--- src/rtl/sd_clk_pkg.sv ---
// Shared SD clock definitions: speed codes, controller state encoding and counter width.
// Reused by the SD host controller, so changes here ripple beyond sd_clk_ctrl.
package sd_clk_pkg;

   localparam int NUM_SPEEDS = 5;
   localparam int CNT_W      = 10;

   typedef enum logic [2:0] {
      SPD_400K = 3'd0,
      SPD_25M  = 3'd1,
      SPD_50M  = 3'd2,
      SPD_100M = 3'd3,
      SPD_200M = 3'd4
   } speed_t;

   localparam logic [2:0] SPD_MAX = 3'd4;

   typedef enum logic [1:0] {
      ST_IDLE   = 2'd0,
      ST_GATE   = 2'd1,
      ST_ENABLE = 2'd2,
      ST_DONE   = 2'd3
   } state_t;

   // Mux select pattern for a legal speed code.
   function automatic logic [NUM_SPEEDS-1:0] speed_onehot(input speed_t s);
      speed_onehot = NUM_SPEEDS'(1) << s;
   endfunction

endpackage

--- src/rtl/sd_clk_ctrl.sv ---
// SD card clock speed switcher: gates all mux enables for a guard interval, enables the
// new source, waits for it to settle, then acknowledges. Every output is registered.
module sd_clk_ctrl
   import sd_clk_pkg::*;
#(
   parameter int GUARD_CYC  = 64,
   parameter int SETTLE_CYC = 128
) (
   input  logic       CLK,
   input  logic       RST,
   input  logic       I_REQ,
   input  logic [2:0] I_SPEED,
   output logic       O_BUSY,
   output logic       O_ACK,
   output logic       O_ERR,
   output logic [2:0] O_CUR_SPEED,
   output logic       O_EN_400K,
   output logic       O_EN_25M,
   output logic       O_EN_50M,
   output logic       O_EN_100M,
   output logic       O_EN_200M
);

   localparam logic [CNT_W-1:0] GUARD_LOAD  = CNT_W'(GUARD_CYC - 1);
   localparam logic [CNT_W-1:0] SETTLE_LOAD = CNT_W'(SETTLE_CYC - 1);

   state_t                  state_reg;
   logic [CNT_W-1:0]        cnt_reg;
   speed_t                  tgt_reg;
   speed_t                  cur_reg;
   logic [NUM_SPEEDS-1:0]   en_reg;
   logic                    ack_reg;
   logic                    err_reg;

   always_ff @(posedge CLK) begin
      if (RST) begin
         state_reg <= ST_IDLE;
         cnt_reg   <= '0;
         tgt_reg   <= SPD_400K;
         cur_reg   <= SPD_400K;
         en_reg    <= speed_onehot(SPD_400K);
         ack_reg   <= 1'b0;
         err_reg   <= 1'b0;
      end else begin
         ack_reg <= 1'b0;
         err_reg <= 1'b0;
         case (state_reg)
            ST_IDLE: begin
               if (I_REQ) begin
                  if (I_SPEED > SPD_MAX) begin
                     err_reg <= 1'b1;
                  end else if (I_SPEED == cur_reg) begin
                     cnt_reg   <= '0;
                     state_reg <= ST_DONE;
                  end else begin
                     tgt_reg   <= speed_t'(I_SPEED);
                     en_reg    <= '0;
                     cnt_reg   <= GUARD_LOAD;
                     state_reg <= ST_GATE;
                  end
               end
            end
            ST_GATE: begin
               if (cnt_reg == '0) begin
                  en_reg    <= speed_onehot(tgt_reg);
                  cur_reg   <= tgt_reg;
                  cnt_reg   <= SETTLE_LOAD;
                  state_reg <= ST_ENABLE;
               end else begin
                  cnt_reg <= cnt_reg - 1'b1;
               end
            end
            ST_ENABLE: begin
               if (cnt_reg == '0) begin
                  state_reg <= ST_DONE;
               end else begin
                  cnt_reg <= cnt_reg - 1'b1;
               end
            end
            ST_DONE: begin
               // Ack lands as DONE retires, so it coincides with BUSY dropping.
               ack_reg   <= 1'b1;
               state_reg <= ST_IDLE;
            end
            default: state_reg <= ST_IDLE;
         endcase
      end
   end

   assign O_BUSY      = (state_reg != ST_IDLE);
   assign O_ACK       = ack_reg;
   assign O_ERR       = err_reg;
   assign O_CUR_SPEED = cur_reg;
   assign O_EN_400K   = en_reg[SPD_400K];
   assign O_EN_25M    = en_reg[SPD_25M];
   assign O_EN_50M    = en_reg[SPD_50M];
   assign O_EN_100M   = en_reg[SPD_100M];
   assign O_EN_200M   = en_reg[SPD_200M];

endmodule

--- config.mk ---
export PLATFORM = sky130hd
export DESIGN_NAME = sd_clk_ctrl
export DESIGN_NICKNAME = d
export VERILOG_FILES = /design/src/rtl/sd_clk_pkg.sv /design/src/rtl/sd_clk_ctrl.sv
export SDC_FILE = /design/constraint.sdc
export NUM_CORES = 1
export LEC_CHECK = 0
export CORE_MARGIN = 3
export CORE_UTILIZATION = 58
export DETAILED_ROUTE_END_ITERATION = 6
export GPL_TIMING_DRIVEN = 1
export PLACE_DENSITY = 0.95
export SKIP_LAST_GASP = 1
export SYNTH_ARGS = -nofsm -noshare
export SYNTH_HDL_FRONTEND = slang
export SYNTH_SLANG_ARGS = --single-unit
--- constraint.sdc ---
create_clock -name CLK -period 3.5 [get_ports CLK]
set_input_delay 1.05 -clock CLK [delete_from_list [all_inputs] [get_ports CLK]]
set_output_delay 1.05 -clock CLK [all_outputs]
set_load 0.05 [all_outputs]
==> run_1/density.png <==
Scale: 6 px per um. The die is cut into 11 by 11 equal tiles; dark blue is low, red is high, 0 to 100% covered.
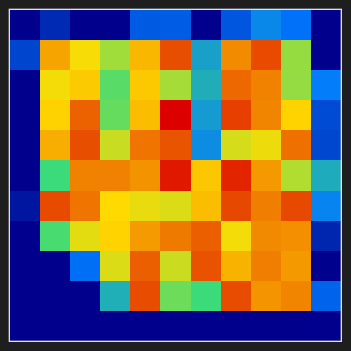
- emptiest ninth of the die: south-west
- nearly empty tiles: 23%
- tiles over 75% full: 41%
- mean over tiles: 51%

==> run_1/port_nets.png <==
Scale: 4 px per um.
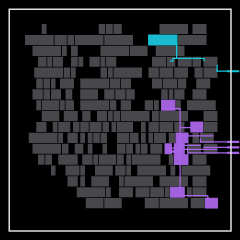
- I_SPEED: purple (direction input; edge east; end cells 8; buffers 3; wire 105 um)
- O_EN_50M: cyan (direction output; edge east; end cells 1; buffers 1; wire 18.0 um)

==> results_tabular.tex, run 1 <==
% Table of physical implementation metrics
\begin{tabular}{lr}
\hline
Metric & Value \\
\hline
\multicolumn{2}{l}{\textbf{Synthesis}} \\
XOR-XNOR Cells, Area Fraction & 2.51\% \\
Arithmetic-cell share of the synthesized area counting full adders, half adders and majority gates & 6.27\% \\
Number of synthesis warnings & 0 \\
Most common cell in the synthesized netlist & sky130\_fd\_sc\_hd\_\_nor2\_1 \\
Sequential-to-total area share from yosys stat & between 30\% and 40\% \\
Synth top cells by count & sky130\_fd\_sc\_hd\_\_nor2\_1 (26), sky130\_fd\_sc\_hd\_\_dfxtp\_1 (25), sky130\_fd\_sc\_hd\_\_mux2i\_1 (11) \\
Number of standard cells reported by yosys & approximately 160 \\
Cell types occupying the most area after synthesis & sky130\_fd\_sc\_hd\_\_dfxtp\_1 (36\%), sky130\_fd\_sc\_hd\_\_mux2i\_1 (7.9\%), sky130\_fd\_sc\_hd\_\_nor2\_1 (7.0\%) \\
Cell type with the largest total area after synthesis & sky130\_fd\_sc\_hd\_\_dfxtp\_1 \\
Number of nets at floorplan & about 170 \\
Synth Register Bits & 25 \\
Main kind of combinational logic by area & simple AND/OR/NAND/NOR gates \\
Simple share & about a quarter \\
Compound-cell area share of the yosys netlist & between 10\% and 20\% \\
\multicolumn{2}{l}{\textbf{Power}} \\
Total power per unit cell area & approximately 880 nW/um2 \\
Total power consumption of the routed design & between 0.001 and 0.0015 W \\
Sequential group power & about 0.00042 W \\
Combinational group share of total power & 60.3\% \\
Maximum ir drop on the vdd rail & roughly 540 uV \\
Share of power burned in the clock network & under 10\% \\
\multicolumn{2}{l}{\textbf{GRT}} \\
Global-route track usage on met2 & between 40\% and 50\% \\
Pin count of the biggest net entering global routing & 29 \\
Antenna violations before repair & 0 \\
Met3 global-route usage & between 2 and 3\% \\
Total global-route track usage & about 22\% \\
\multicolumn{2}{l}{\textbf{Die}} \\
Y dimension of the die & approximately 55 um \\
IO Count & 17 \\
Core Footprint & $\sim$2300 um2 \\
Number of rows in the core area & 17 \\
Effective utilization at floorplan & 62.0\% \\
Overall chip area & 3030 um2 \\
\multicolumn{2}{l}{\textbf{Finish}} \\
Clock buffer cells & 3 \\
Inverter tally of the final layout excluding the clock network & 7 \\
Proportion of cell area spent on the clock network & 1.74\% \\
Number of inserted diodes & 0 \\
Share of cells above drive strength 1 & about 7.4\% \\
Seq/total area & a little under a third \\
Flip-flop count of the largest register, all copies and words added & 10 \\
FF/Latch Area & $\sim$500 um2 \\
Share of the core filled with cells & between 70\% and 80\% \\
\#MultiIn Comb & roughly 120 \\
Layout Cells excl Fill & roughly 200 \\
Area occupied by multi-input gates & around 830 um2 \\
Fillcell total & $\sim$190 \\
Fraction of area in non-clock buffers & between 10\% and 20\% \\
\multicolumn{2}{l}{\textbf{CTS}} \\
Clk slew on worst S/H paths & between 0.1 and 0.15 ns \\
Clock root cell & sky130\_fd\_sc\_hd\_\_clkbuf\_4 \\
Clk Latency, worst-skew pair & 0.32 ns \\
CTS Sinks & 25 \\
CTS max path bufs & 2 \\
Number of post-CTS setup repair buffers & 0 \\
TritonCTS buffer count & 3 \\
CTS tree & done \\
\multicolumn{2}{l}{\textbf{Timing}} \\
Final worst path period need & between 3 and 4 ns \\
Setup Total Neg Slack & 0 ns \\
Final worst clock skew & approximately 0.003 ns \\
Pins Over Slew Limit & 0 \\
Setup repair after global routing missed its margin & false \\
Actual slew at the worst max-slew pin & around 0.73 ns \\
Final-report setup violation count & 0 \\
Maximum clock rate & roughly 330 MHz \\
\multicolumn{2}{l}{\textbf{Flow run}} \\
Number of OpenROAD warnings & 31 \\
\multicolumn{2}{l}{\textbf{Placed design}} \\
Pre-CTS setup slack & roughly 0.45 ns \\
Instance count after placement with tap cells included & 200 \\
Placed Area & 1560 um2 \\
Port buffer count & 16 \\
Final estimated routing congestion in global placement & between 0.8 and 0.9 \\
\multicolumn{2}{l}{\textbf{Drt}} \\
Met3 wirelength from detailed routing & $\sim$160 um \\
Wire length on met1 & $\sim$1.2 mm \\
Number of DRC markers after the initial detailed-route iteration & 30 \\
Topmost layer with routed signal wires & met4 \\
Average wire per cell in the routed design & about 15 um \\
WL final & approximately 3.0 mm \\
\multicolumn{2}{l}{\textbf{Critical path}} \\
Type of the worst setup path & flop to output pin \\
Slowest stage cell on the critical path & sky130\_fd\_sc\_hd\_\_clkdlybuf4s50\_1 \\
Worst setup EP type & output pin \\
Critical path data required time & approximately 2.5 ns \\
Worst Path Max Fanout & 4 \\
Crit path cell chain & inv\_1 -> ha\_1 -> inv\_1 -> clkdlybuf4s50\_1 \\
\multicolumn{2}{l}{\textbf{Status}} \\
Outcome & completed \\
\hline
\end{tabular}
==> run_1/cell_classes.png <==
Scale: 6 px per um.
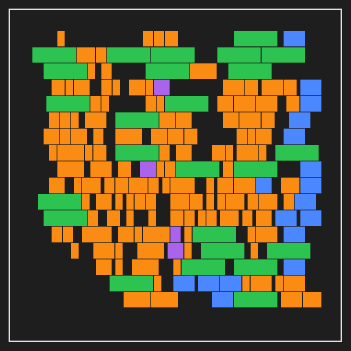
- other buffers and delay cells: blue (cells 17)
- flip-flops: green (cells 25)
- all other logic: orange (cells 130)
- clock drivers and dummy loads: purple (cells 4)

[run 1: placed cells by master, fill, tap and decap left out, types with 2 or more instances in the layout]
cell,netlist,routed
sky130_fd_sc_hd__nand3b_1,2,2
sky130_fd_sc_hd__nor2_1,26,26
sky130_fd_sc_hd__nand2_1,4,4
sky130_fd_sc_hd__o21ai_0,7,7
sky130_fd_sc_hd__mux2i_1,11,11
sky130_fd_sc_hd__nor3b_1,6,6
sky130_fd_sc_hd__xor2_1,3,3
sky130_fd_sc_hd__o32ai_1,2,2
sky130_fd_sc_hd__nand3_1,2,2
sky130_fd_sc_hd__nor3_1,9,9
sky130_fd_sc_hd__clkbuf_4,0,3
sky130_fd_sc_hd__o21a_1,2,2
sky130_fd_sc_hd__clkdlybuf4s50_1,0,16
sky130_fd_sc_hd__inv_1,7,7
sky130_fd_sc_hd__a21oi_1,8,8
sky130_fd_sc_hd__and3_1,2,2
sky130_fd_sc_hd__a211oi_1,4,4
sky130_fd_sc_hd__ha_1,7,7
sky130_fd_sc_hd__o22ai_1,2,2
sky130_fd_sc_hd__dfxtp_1,25,25
sky130_fd_sc_hd__nand2b_1,7,7
sky130_fd_sc_hd__a31oi_1,2,2
sky130_fd_sc_hd__a21o_1,2,2
[run 1: worst paths after layout]
| check | to | depth (start not counted) | start | slack, ns |
|---|---|---|---|---|
| worst max-delay path | O_BUSY | 4 | state_reg[0] | 0.46 |
| worst min-delay path | en_reg[2] | 2 | en_reg[2] | 0.49 |
| worst max register to register | cnt_reg[8] | 6 | state_reg[0] | 1.35 |
| worst min register to register | en_reg[2] | 2 | en_reg[2] | 0.49 |
==> inputs of run 2 (changes only) <==
==> constraint.sdc (replaced) <==
create_clock -name CLK -period 3.5 [get_ports CLK]
set_input_delay 0.7 -clock CLK [delete_from_list [all_inputs] [get_ports CLK]]
set_output_delay 0.7 -clock CLK [all_outputs]
set_load 0.05 [all_outputs]
==> run_2/met1.png <==
Scale: 8 px per um. Supply wires on this layer in gray. Cells faint in the background.
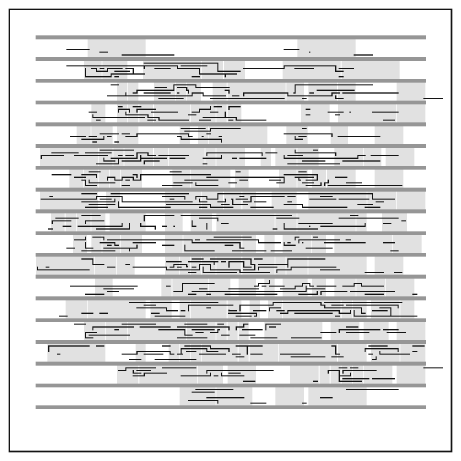
- main direction: horizontal
- share of all routed wire: 42%
- longest straight run: 19.3 um
- nets with wire on the layer: 170
- wire length on this layer: 1,280 um

==> results_tabular.tex, run 2 <==
% Table of physical implementation metrics
\begin{tabular}{lr}
\hline
Metric & Value \\
\hline
\multicolumn{2}{l}{\textbf{Status}} \\
Outcome & completed \\
\multicolumn{2}{l}{\textbf{Timing}} \\
Final worst path period need & 2.70 ns (-0.339 ns) \\
Slew margin rel. & around half \\
Final worst clock skew & 0.00408 ns (+0.00114 ns) \\
Final-report setup violation count & 0 (unchanged) \\
Setup Total Neg Slack & 0 ns (unchanged) \\
Number of hold violations in the final report & 0 \\
Period utilization & 77.2\% \\
Maximum clock rate & 370 MHz (+13\%) \\
Pins Over Slew Limit & 0 (unchanged) \\
Setup repair after global routing missed its margin & false \\
Actual slew at the worst max-slew pin & 0.773 ns (+0.0440 ns) \\
\multicolumn{2}{l}{\textbf{Power}} \\
Cell internal pwr & $\sim$0.00074 W \\
Maximum ir drop on the vdd rail & 499 uV (-7.5\%) \\
Total power per unit cell area & 882 nW/um2 (about the same) \\
Switch share & a little under half \\
Combinational group share of total power & 60.1\% (-0.2 points) \\
Share of power burned in the clock network & 9.6\% (+0.3 points) \\
Sequential fraction of design power & 30.3\% \\
Static Leakage & $\sim$0.64 nW \\
Net switching power & around 0.00066 W \\
\multicolumn{2}{l}{\textbf{Synthesis}} \\
Total cell area reported by yosys after synthesis & roughly 1400 um2 \\
Synth Register Bits & 25 (unchanged) \\
Sequential-to-total area share from yosys stat & 35.8\% (unchanged) \\
Dominant register cell & sky130\_fd\_sc\_hd\_\_dfxtp\_1 \\
Post-synthesis area per instance & a little under 9 um2 \\
Number of standard cells reported by yosys & 161 (unchanged) \\
Most common cell in the synthesized netlist & sky130\_fd\_sc\_hd\_\_nor2\_1 \\
Number of distinct library cells after synthesis & around 40 \\
Area share of the largest cell type after synthesis & a little over a third \\
Synthesized instance count & roughly 160 \\
Cell type with the largest total area after synthesis & sky130\_fd\_sc\_hd\_\_dfxtp\_1 \\
Flip-flops with a built-in enable & 0 \\
Cell types occupying the most area after synthesis & sky130\_fd\_sc\_hd\_\_dfxtp\_1 (36\%), sky130\_fd\_sc\_hd\_\_mux2i\_1 (7.9\%), sky130\_fd\_sc\_hd\_\_nor2\_1 (7.0\%) \\
Number of synthesis warnings & 0 (unchanged) \\
Cell area after synthesis & between 1000 and 1500 um2 \\
Synth top cells by count & sky130\_fd\_sc\_hd\_\_nor2\_1 (26), sky130\_fd\_sc\_hd\_\_dfxtp\_1 (25), sky130\_fd\_sc\_hd\_\_mux2i\_1 (11) \\
Share of flip-flops with an asynchronous set or reset after synthesis & 0\% \\
Number of nets at floorplan & 174 (unchanged) \\
\multicolumn{2}{l}{\textbf{Critical path}} \\
Critical path launch point type & flop \\
Crit path cell chain & inv\_1 -> ha\_1 -> inv\_1 -> clkdlybuf4s50\_1 \\
Slowest stage cell on the critical path & sky130\_fd\_sc\_hd\_\_clkdlybuf4s50\_1 \\
Maximum cell stage delay along the critical path & around 0.8 ns \\
Worst setup EP type & output pin \\
Type of the worst setup path & flop to output pin \\
Data arrival time of the critical path & roughly 2.0 ns \\
Critical path data required time & 2.80 ns (+0.35 ns) \\
Most used cell, CP & sky130\_fd\_sc\_hd\_\_inv\_1 \\
Worst Path Max Fanout & 4 (unchanged) \\
\multicolumn{2}{l}{\textbf{GRT}} \\
Number of global-route vias before repair & roughly 1,100 \\
Antenna violations before repair & 0 (unchanged) \\
Pin count of the biggest net entering global routing & 29 (unchanged) \\
Global-route track usage on met2 & 40.0\% (-2.8 points) \\
GR peak layer & met2 \\
Sum of overflow across all layers after global routing & 0 \\
Wire length of the first global-routing pass & between 4 and 5 mm \\
Total global-route track usage & 21.3\% (-0.99 points) \\
Global-route met1 utilization & between 20\% and 30\% \\
Met3 global-route usage & 2.68\% (unchanged) \\
\multicolumn{2}{l}{\textbf{Drt}} \\
Ratio of routed vias to standard cells & around 6.1 \\
Number of iterations in the first detailed-routing pass & 4 \\
WL final & 3.03 mm (-0.62\%) \\
Number of DRC markers after the initial detailed-route iteration & 21 (-30\%) \\
Topmost layer with routed signal wires & met4 \\
Remaining antenna violation count after routing & 0 \\
Met3 wirelength from detailed routing & 121 um (-26\%) \\
Met2 Routed Length & $\sim$1.5 mm \\
DRC violations left & 0 \\
Detailed-route via count & roughly 1,200 \\
Wire length on met1 & 1.28 mm (+5.7\%) \\
Average wire per cell in the routed design & 14.8 um (-0.62\%) \\
\multicolumn{2}{l}{\textbf{Finish}} \\
Number of inserted diodes & 0 (unchanged) \\
Flip-flop count of the largest register, all copies and words added & 10 (unchanged) \\
Share of cells above drive strength 1 & 6.82\% (-0.57 points) \\
Design area & approximately 1600 um2 \\
P\&R area growth vs syn & 13.2\% \\
Post-layout nets & approximately 190 \\
Most common logic cells in the final layout & sky130\_fd\_sc\_hd\_\_nor2\_1 (26), sky130\_fd\_sc\_hd\_\_dfxtp\_1 (25), sky130\_fd\_sc\_hd\_\_clkdlybuf4s50\_1 (16), sky130\_fd\_sc\_hd\_\_mux2i\_1 (11), sky130\_fd\_sc\_hd\_\_nor3\_1 (9) \\
Most instantiated logic cell after routing & sky130\_fd\_sc\_hd\_\_nor2\_1 \\
\multicolumn{2}{l}{\textbf{Die}} \\
Effective utilization at floorplan & 62.0\% (unchanged) \\
Y dimension of the die & 55.1 um (unchanged) \\
IO Count & 17 (unchanged) \\
Number of rows in the core area & 17 (unchanged) \\
X dimension of the die & 55.1 um \\
Overall chip area & 3030 um2 (unchanged) \\
\multicolumn{2}{l}{\textbf{Flow run}} \\
Reported max-cap violation count & 0 \\
Number of OpenROAD warnings & 31 (unchanged) \\
\multicolumn{2}{l}{\textbf{CTS}} \\
Count of instances resized after the clock tree is built & 0 \\
CTS max path bufs & 2 (unchanged) \\
CTS Sinks & 25 (unchanged) \\
CTS tree & done \\
Clk slew on worst S/H paths & 0.14 ns (about the same) \\
Clock H-tree levels & 1 \\
Number of post-CTS setup repair buffers & 0 (unchanged) \\
TritonCTS buffer count & 3 (unchanged) \\
Number of buffers inserted for hold repair after clock tree synthesis & 0 \\
Clk Latency, worst-skew pair & 0.33 ns (about the same) \\
Clock root cell & sky130\_fd\_sc\_hd\_\_clkbuf\_4 \\
\multicolumn{2}{l}{\textbf{Placed design}} \\
Placed Area & 1560 um2 (unchanged) \\
Post-DP HPWL & roughly 2.2 mm \\
Port buffer count & 16 (unchanged) \\
Final estimated routing congestion in global placement & 0.828 (+0.41\%) \\
\multicolumn{2}{l}{\textbf{Worst hold path}} \\
Path type of the worst min-delay path & flop to flop \\
\hline
\end{tabular}
==> run_2/cell_classes.png <==
Scale: 6 px per um.
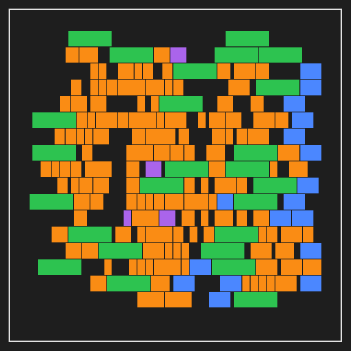
Seq/total area: 31.6%
Core Footprint: 2250 um2
share of the core filled with cells: 70.2%

==> run 2: through the flow <==
stage	std cells	power (W)	worst slack (ns)	hold WS [ns]
final	204	0.00140	0.796	0.493
after global routing	204	0.00150	0.745	0.517
after CTS	204	0.00138	0.825	0.495
after detailed placement	200	0.00125	0.826	0.475
after global placement	200	0.00121	0.875	0.463
after floorplan	161	0.00111	1.47	0.458
==> run 2: area by class of cell <==
class | instances | area, um2
Fill cell | 172 | 672
Multi-Input combinational cell | 123 | 827
Tap cell | 28 | 35.0
Clock buffer | 4 | 26.3
Inverter | 7 | 26.3
Timing Repair Buffer | 17 | 168
Sequential cell | 25 | 500
==> run 2: final timing paths <==
kind	startpoint	to	slack, ns	cells after the start
worst min-delay path	en_reg[2]	en_reg[2]	0.49	2
worst max register to register	state_reg[0]	cnt_reg[9]	1.37	6
worst max-delay path	state_reg[0]	O_BUSY	0.80	4
worst min register to register	en_reg[2]	en_reg[2]	0.49	2
==> run 2: kinds of logic after synthesis <==
| logic type | after synthesis | synth area share (%) |
|---|---|---|
| fa+ha+maj | 7 | 6.27 |
| mux | 12 | 8.86 |
| flops | 25 | 35.8 |
| xor+xnor | 4 | 2.51 |
| simple gates | 65 | 25.3 |
| compound gates | 35 | 16.2 |
| buf+inv | 13 | 5.01 |
==> run 2: power by group through the flow <==
stage	Combinational (W)	Clock, W	Sequential, W
floorplan	0.000676	0	0.000436
global placement	0.000793	0	0.000420
detailed placement	0.000827	0	0.000426
CTS	0.000833	0.000131	0.000420
global route	0.000932	0.000145	0.000428
finish	0.000838	0.000134	0.000423
==> run 2: worst max-delay path, delay by kind of cell, from the launching register on <==
kind / cells / cell delay [ns]
DFF: 1 / 0.43
buffers and inverters: 3 / 1.00
adders and majority gates: 1 / 0.25
No activity file was given, so power comes from the tool's default toggle rates.
